==> run_1/met1.png <==
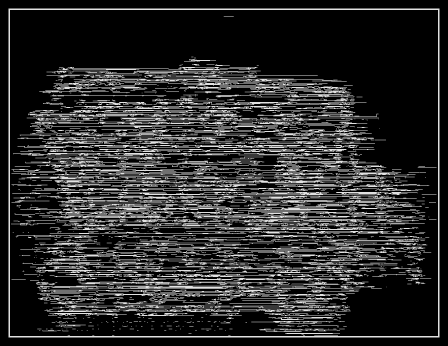
==> run_1/met2.png <==
Scale bar: 100 µm. Cells faint in the background.
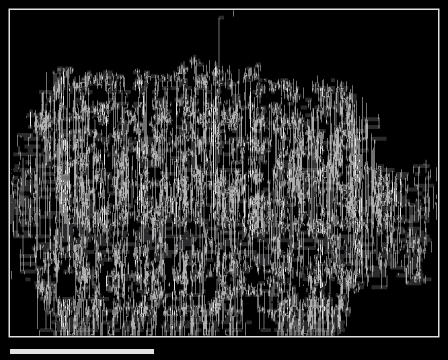
==> run_1/met3.png <==
Scale bar: 100 µm.
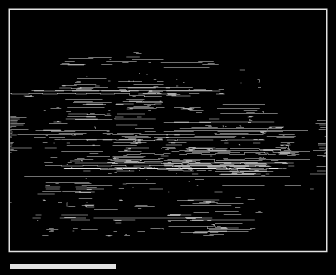
$ cat config.mk
export PLATFORM = sky130hd
export DESIGN_NAME = ex_muldiv_unit_flat
export DESIGN_NICKNAME = d
export VERILOG_FILES = /design/src/rtl/ex_muldiv_unit_if.sv /design/src/rtl/ex_muldiv_unit.sv /design/src/flat_wrapper.sv
export SDC_FILE = /design/constraint.sdc
export NUM_CORES = 1
export LEC_CHECK = 0
export ABC_CLOCK_PERIOD_IN_PS = 10500
export CELL_PAD_IN_SITES_DETAIL_PLACEMENT = 0
export CELL_PAD_IN_SITES_GLOBAL_PLACEMENT = 1
export CORE_AREA = 2 2 296 225
export DETAILED_ROUTE_END_ITERATION = 10
export DIE_AREA = 0 0 298 227
export PLACE_DENSITY = 0.7
export REMOVE_ABC_BUFFERS = 1
export SLEW_MARGIN = 30
export SYNTH_ARGS = -nofsm -noshare
export SYNTH_HDL_FRONTEND = slang
export SYNTH_SLANG_ARGS = --single-unit
$ cat constraint.sdc
create_clock -name clk -period 10.5 [get_ports clk]
set_clock_uncertainty 0.2 [all_clocks]
set_input_delay 2.1 -clock clk [delete_from_list [all_inputs] [get_ports clk]]
set_output_delay 2.1 -clock clk [all_outputs]
set_load 0.03 [all_outputs]
$ cat src/rtl/ex_muldiv_unit_if.sv
// Execute-stage multiply/divide unit port bundle.
// The pipeline drives the master side and the unit drives the slave side.
interface ex_muldiv_unit_if #(
  parameter int XLEN = 32
);
  logic            startE;
  logic [2:0]      opE;
  logic [1:0]      fwdAE;
  logic [1:0]      fwdBE;
  logic [XLEN-1:0] rs1valE;
  logic [XLEN-1:0] rs2valE;
  logic [XLEN-1:0] resultM;
  logic [XLEN-1:0] resultW;
  logic [4:0]      rdE;
  logic            flushE;
  logic            busy;
  logic            done;
  logic [XLEN-1:0] md_out;
  logic [4:0]      rd_out;

  modport master (
    output startE, opE, fwdAE, fwdBE, rs1valE, rs2valE, resultM, resultW, rdE, flushE,
    input  busy, done, md_out, rd_out
  );

  modport slave (
    input  startE, opE, fwdAE, fwdBE, rs1valE, rs2valE, resultM, resultW, rdE, flushE,
    output busy, done, md_out, rd_out
  );
endinterface

$ cat src/rtl/ex_muldiv_unit.sv
// Iterative RV32M multiply/divide unit for the execute stage.
// One radix-2 step per cycle on operand magnitudes (shift-add multiply,
// restoring divide), with the sign fix-up applied when the result is written.
// Divide-by-zero and signed-overflow divides take a two-cycle shortcut.
// Optional build macro MULDIV_EARLY_OUT_EN: multiplies by zero also take the
// two-cycle shortcut and return 0.
module ex_muldiv_unit #(
  parameter int XLEN = 32
) (
  input logic           clk,
  input logic           rst,
  ex_muldiv_unit_if.slave bus
);

  localparam int CW = $clog2(XLEN + 1);
  localparam logic [XLEN-1:0] MIN_NEG = {1'b1, {(XLEN-1){1'b0}}};
  localparam logic [XLEN-1:0] ALL1    = {XLEN{1'b1}};

  typedef enum logic [1:0] {S_IDLE, S_MUL, S_DIV, S_DONE} state_t;

  function automatic logic [XLEN-1:0] fwd_sel(input logic [1:0] sel, input logic [XLEN-1:0] rf,
                                              input logic [XLEN-1:0] m, input logic [XLEN-1:0] w);
    case (sel)
      2'b01:   return m;
      2'b10:   return w;
      default: return rf;
    endcase
  endfunction

  function automatic logic [XLEN-1:0] cneg(input logic n, input logic [XLEN-1:0] v);
    return n ? -v : v;
  endfunction

  function automatic logic [2*XLEN-1:0] cneg2(input logic n, input logic [2*XLEN-1:0] v);
    return n ? -v : v;
  endfunction

  state_t          state_q, state_d;
  logic [CW-1:0]   cnt_q, cnt_d;
  logic [XLEN-1:0] md_q, md_d;
  logic [4:0]      rdo_q, rdo_d;
  logic            done_q, done_d;
  logic [2:0]      op_q, op_d;
  logic [4:0]      rd_q, rd_d;
  logic [XLEN-1:0] acc_q, acc_d;   // product high half / partial remainder
  logic [XLEN-1:0] lo_q, lo_d;     // product low half / quotient, or shortcut result
  logic [XLEN-1:0] opb_q, opb_d;   // multiplicand / divisor magnitude
  logic            neg_q, neg_d;   // negate product or quotient
  logic            negr_q, negr_d; // negate remainder (dividend was negative)
  logic            short_q, short_d;

  // Operand selection and sign analysis for the instruction in execute
  logic [XLEN-1:0] opa, opb, a_mag, b_mag, special_res;
  logic            a_signed, b_signed, a_neg, b_neg;
  logic            div_zero, div_ovf, early, special;

  assign opa      = fwd_sel(bus.fwdAE, bus.rs1valE, bus.resultM, bus.resultW);
  assign opb      = fwd_sel(bus.fwdBE, bus.rs2valE, bus.resultM, bus.resultW);
  assign a_signed = bus.opE[2] ? ~bus.opE[0] : (bus.opE[1:0] != 2'b11);
  assign b_signed = bus.opE[2] ? ~bus.opE[0] : ~bus.opE[1];
  assign a_neg    = a_signed & opa[XLEN-1];
  assign b_neg    = b_signed & opb[XLEN-1];
  assign a_mag    = cneg(a_neg, opa);
  assign b_mag    = cneg(b_neg, opb);
  assign div_zero = bus.opE[2] & (opb == '0);
  assign div_ovf  = bus.opE[2] & ~bus.opE[0] & (opa == MIN_NEG) & (opb == ALL1);
`ifdef MULDIV_EARLY_OUT_EN
  assign early    = ~bus.opE[2] & ((opa == '0) | (opb == '0));
`else
  assign early    = 1'b0;
`endif
  assign special  = div_zero | div_ovf | early;
  // REM/REMU have opE[1] set; remainder of x/0 is x, remainder of overflow is 0
  assign special_res = div_zero ? (bus.opE[1] ? opa : ALL1) :
                       div_ovf  ? (bus.opE[1] ? '0  : opa)  : '0;

  // One iteration step of each algorithm and the sign-corrected results
  logic [XLEN:0]     mul_hi, r_sh, diff;
  logic [2*XLEN-1:0] prod_next, prod_fin;
  logic [XLEN-1:0]   rem_next, quo_next, mul_res, div_res;
  logic              ge;

  assign mul_hi    = {1'b0, acc_q} + (lo_q[0] ? {1'b0, opb_q} : {(XLEN+1){1'b0}});
  assign prod_next = {mul_hi, lo_q[XLEN-1:1]};
  assign prod_fin  = cneg2(neg_q, prod_next);
  assign mul_res   = (op_q[1:0] == 2'b00) ? prod_fin[XLEN-1:0] : prod_fin[2*XLEN-1:XLEN];

  assign r_sh      = {acc_q, lo_q[XLEN-1]};
  assign diff      = r_sh - {1'b0, opb_q};
  assign ge        = ~diff[XLEN];
  assign rem_next  = ge ? diff[XLEN-1:0] : r_sh[XLEN-1:0];
  assign quo_next  = {lo_q[XLEN-2:0], ge};
  assign div_res   = op_q[1] ? cneg(negr_q, rem_next) : cneg(neg_q, quo_next);

  // Next-state, datapath update and result capture on entry to DONE
  always_comb begin
    state_d = state_q;
    cnt_d   = cnt_q;
    md_d    = md_q;
    rdo_d   = rdo_q;
    done_d  = 1'b0;
    op_d    = op_q;
    rd_d    = rd_q;
    acc_d   = acc_q;
    lo_d    = lo_q;
    opb_d   = opb_q;
    neg_d   = neg_q;
    negr_d  = negr_q;
    short_d = short_q;
    case (state_q)
      S_IDLE: begin
        if (bus.startE) begin
          state_d = bus.opE[2] ? S_DIV : S_MUL;
          cnt_d   = CW'(XLEN);
          op_d    = bus.opE;
          rd_d    = bus.rdE;
          acc_d   = '0;
          neg_d   = a_neg ^ b_neg;
          negr_d  = a_neg;
          short_d = special;
          if (bus.opE[2]) begin
            lo_d  = special ? special_res : a_mag;
            opb_d = b_mag;
          end else begin
            lo_d  = special ? special_res : b_mag;
            opb_d = a_mag;
          end
        end
      end
      S_MUL, S_DIV: begin
        if (short_q) begin
          state_d = S_DONE;
          cnt_d   = '0;
          md_d    = lo_q;
          rdo_d   = rd_q;
          done_d  = 1'b1;
        end else begin
          cnt_d = cnt_q - 1'b1;
          if (state_q == S_MUL) begin
            acc_d = mul_hi[XLEN:1];
            lo_d  = {mul_hi[0], lo_q[XLEN-1:1]};
          end else begin
            acc_d = rem_next;
            lo_d  = quo_next;
          end
          if (cnt_q == CW'(1)) begin
            state_d = S_DONE;
            md_d    = (state_q == S_MUL) ? mul_res : div_res;
            rdo_d   = rd_q;
            done_d  = 1'b1;
          end
        end
      end
      default: state_d = S_IDLE;
    endcase
    if (bus.flushE) begin
      state_d = S_IDLE;
      cnt_d   = '0;
      md_d    = md_q;
      rdo_d   = rdo_q;
      done_d  = 1'b0;
    end
  end

  // Control and architecturally visible outputs, cleared by asynchronous reset
  always_ff @(posedge clk or posedge rst) begin
    if (rst) begin
      state_q <= S_IDLE;
      cnt_q   <= '0;
      md_q    <= '0;
      rdo_q   <= '0;
      done_q  <= 1'b0;
    end else begin
      state_q <= state_d;
      cnt_q   <= cnt_d;
      md_q    <= md_d;
      rdo_q   <= rdo_d;
      done_q  <= done_d;
    end
  end

  // Iteration datapath; contents are only meaningful while an operation runs
  always_ff @(posedge clk) begin
    op_q    <= op_d;
    rd_q    <= rd_d;
    acc_q   <= acc_d;
    lo_q    <= lo_d;
    opb_q   <= opb_d;
    neg_q   <= neg_d;
    negr_q  <= negr_d;
    short_q <= short_d;
  end

  assign bus.busy   = ~rst & (((state_q == S_IDLE) & bus.startE) |
                              (state_q == S_MUL) | (state_q == S_DIV));
  assign bus.done   = done_q;
  assign bus.md_out = md_q;
  assign bus.rd_out = rdo_q;

endmodule

$ cat src/flat_wrapper.sv
// flat-port wrapper written by rule: the top's interface ports become plain ports
module ex_muldiv_unit_flat 
#(
  parameter int XLEN = 32
)
  (clk, rst, bus_startE, bus_opE, bus_fwdAE, bus_fwdBE, bus_rs1valE, bus_rs2valE, bus_resultM, bus_resultW, bus_rdE, bus_flushE, bus_busy, bus_done, bus_md_out, bus_rd_out);
  ex_muldiv_unit_if #(.XLEN(XLEN)) bus_i ();
  input logic clk;
  input logic rst;
  input wire logic [$bits(bus_i.startE)-1:0] bus_startE;
  input wire logic [$bits(bus_i.opE)-1:0] bus_opE;
  input wire logic [$bits(bus_i.fwdAE)-1:0] bus_fwdAE;
  input wire logic [$bits(bus_i.fwdBE)-1:0] bus_fwdBE;
  input wire logic [$bits(bus_i.rs1valE)-1:0] bus_rs1valE;
  input wire logic [$bits(bus_i.rs2valE)-1:0] bus_rs2valE;
  input wire logic [$bits(bus_i.resultM)-1:0] bus_resultM;
  input wire logic [$bits(bus_i.resultW)-1:0] bus_resultW;
  input wire logic [$bits(bus_i.rdE)-1:0] bus_rdE;
  input wire logic [$bits(bus_i.flushE)-1:0] bus_flushE;
  output wire logic [$bits(bus_i.busy)-1:0] bus_busy;
  output wire logic [$bits(bus_i.done)-1:0] bus_done;
  output wire logic [$bits(bus_i.md_out)-1:0] bus_md_out;
  output wire logic [$bits(bus_i.rd_out)-1:0] bus_rd_out;
  assign bus_i.startE = bus_startE;
  assign bus_i.opE = bus_opE;
  assign bus_i.fwdAE = bus_fwdAE;
  assign bus_i.fwdBE = bus_fwdBE;
  assign bus_i.rs1valE = bus_rs1valE;
  assign bus_i.rs2valE = bus_rs2valE;
  assign bus_i.resultM = bus_resultM;
  assign bus_i.resultW = bus_resultW;
  assign bus_i.rdE = bus_rdE;
  assign bus_i.flushE = bus_flushE;
  assign bus_busy = bus_i.busy;
  assign bus_done = bus_i.done;
  assign bus_md_out = bus_i.md_out;
  assign bus_rd_out = bus_i.rd_out;
  ex_muldiv_unit #(.XLEN(XLEN)) u_core (.clk(clk), .rst(rst), .bus(bus_i));
endmodule
==> flow_metrics.py, run 1 <==
# Auto-generated metrics
metrics = {
    "run_status": {
        "status": "finished, final reports clean",
    },
    "logic_synthesis": {
        "ff_type": "edfxtp_1",
        "ys_sh_xor_pct": 7.84,
        "post_synth_num_cell_types": 105,
    },
    "grt": {
        "gr-total-overflow": 0,
    },
    "floorplanning": {
        "die_area_um2": 67600,
    },
    "cts": {
        "cts.repair.resized": 0,
        "cts_max_path_buffers": 2,
    },
    "layout": {
        "flop-count": 152,
        "buffers": 232,
        "logic_gates": 2126,
        "drive_above_1_share_pct": 5.94,
        "diodes": 0,
    },
    "final_timing": {
        "finalWorstSetupSlack_ns": 3.15,
        "fmax_mhz": 136,
        "rsz0062_at_grt": "false",
        "hold_viol_final": 0,
    },
    "critical_path": {
        "cp.required_ns": 10.48,
        "crit_cells": 15,
    },
    "placed_design": {
        "dp_slack_ns": 2.79,
    },
    "power": {
        "swShare_pct": 57.6,
    },
    "detailed_routing": {
        "antenna_left": 0,
    },
}
Back to the opening pictures, met1.png:
wire length on this layer	39.6 mm
longest straight run	77.3 µm
share of all routed wire	47%
main direction	horizontal

Back to the opening pictures, met2.png:
share of all routed wire	40%
nets with wire on the layer	2,358
main direction	vertical
longest straight run	98.6 µm
wire length on this layer	33.5 mm
met2 usage: 33.8%
vias: 21,193
post-detailed-routing wire length: 83.5 mm

Back to the opening pictures, met3.png:
share of all routed wire	10%
nets with wire on the layer	372
main direction	horizontal
longest straight run	250 µm
wire length on this layer	8,750 µm

==> run_1/met4.png <==
Cells faint in the background.
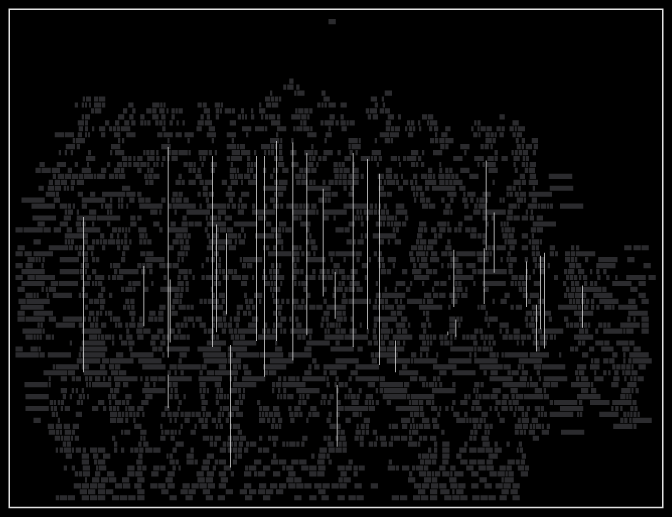

==> run 2, diff against run 1 <==
--- a/config.mk
+++ b/config.mk
@@ -5,7 +5,7 @@
 export SDC_FILE = /design/constraint.sdc
 export NUM_CORES = 1
 export LEC_CHECK = 0
-export ABC_CLOCK_PERIOD_IN_PS = 10500
+export ABC_CLOCK_PERIOD_IN_PS = 7350
 export CELL_PAD_IN_SITES_DETAIL_PLACEMENT = 0
 export CELL_PAD_IN_SITES_GLOBAL_PLACEMENT = 1
 export CORE_AREA = 2 2 296 225
==> constraint.sdc (replaced) <==
create_clock -name clk -period 7.35 [get_ports clk]
set_clock_uncertainty 0.2 [all_clocks]
set_input_delay 1.47 -clock clk [delete_from_list [all_inputs] [get_ports clk]]
set_output_delay 1.47 -clock clk [all_outputs]
set_load 0.03 [all_outputs]
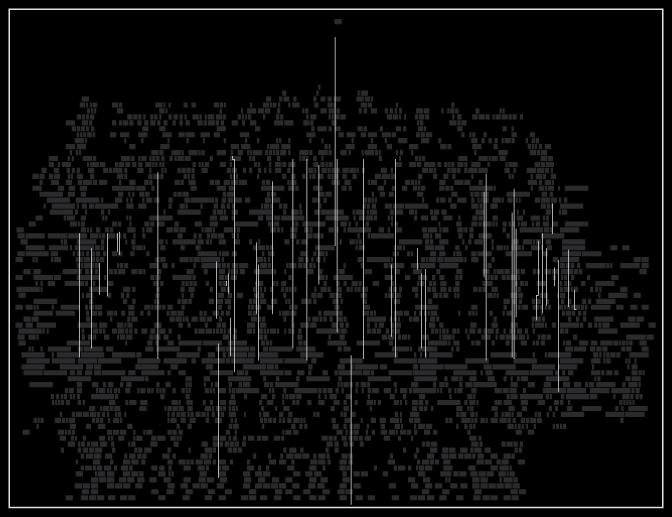
(run_2/met4.png)
Cells faint in the background.
share of all routed wire	2.3%
nets with wire on the layer	36

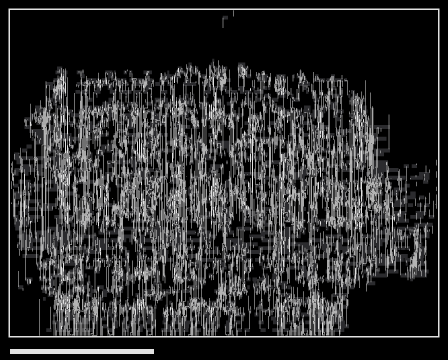
(run_2/met2.png)
Scale bar: 100 µm. Cells faint in the background.
nets with wire on the layer	2,399
wire length on this layer	32.9 mm
main direction	vertical
longest straight run	88.7 µm
post-detailed-routing wire length: 83.3 mm
vias: 21,374
met2 usage: 33.0%

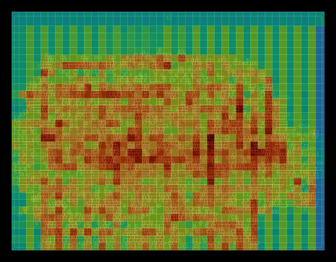
(run_2/final_congestion.png)
met1 Use GR: 37.4%
per-cell routed wire length: 23.8 µm
gr busiest metal: met1

==> run 2 against run 1 <==
  * Sequential share of layout area decreased by 0.066 points
  * Area after synthesis stayed put
  * Combinational power grew 43%
  * Via count is 0.85% higher
  * Die size unchanged
  * Largest power group unchanged
==> flow_metrics.py, run 2 <==
# Auto-generated metrics
metrics = {
    "final_timing": {
        "finalWorstSetupSlack_ns": 1.06,
        "rsz0062_at_grt": "false",
        "whs_ns": 0.238,
        "fin_tns_setup_ns": 0,
        "fmax_mhz": 159,
        "hold_viol_final": 0,
    },
    "floorplanning": {
        "std_cell_rows": 81,
        "die_area_um2": 67600,
    },
    "detailed_routing": {
        "antenna_left": 0,
    },
    "critical_path": {
        "rrSetupSlack_ns": 1.06,
        "cp.required_ns": 7.48,
        "crit_cells": 15,
    },
    "logic_synthesis": {
        "ys_sh_xor_pct": 7.84,
        "synthTopCellsByArea": "edfxtp_1 17%, a21oi_1 6.2%, dfrtp_1 6.0%",
        "ff_type": "edfxtp_1",
        "post_synth_num_cell_types": 105,
    },
    "hold_path": {
        "holdPathEnd": "u_core.bus.rd_out[4]",
    },
    "layout": {
        "diodes": 1,
        "buffers": 239,
        "finalInstanceArea_um2": 22400,
        "nNonClkInverters": 85,
        "drive_above_1_share_pct": 6.23,
        "flop-count": 152,
    },
    "placed_design": {
        "dp_slack_ns": 0.759,
    },
    "cts": {
        "cts.repair.resized": 0,
        "cts_max_path_buffers": 2,
    },
    "run_status": {
        "status": "finished, final reports clean",
    },
    "power": {
        "p_clk_share_pct": 8.0,
    },
    "grt": {
        "gr-total-overflow": 0,
    },
}
Power figures rest on the tool's default switching activity, not on a simulated workload.
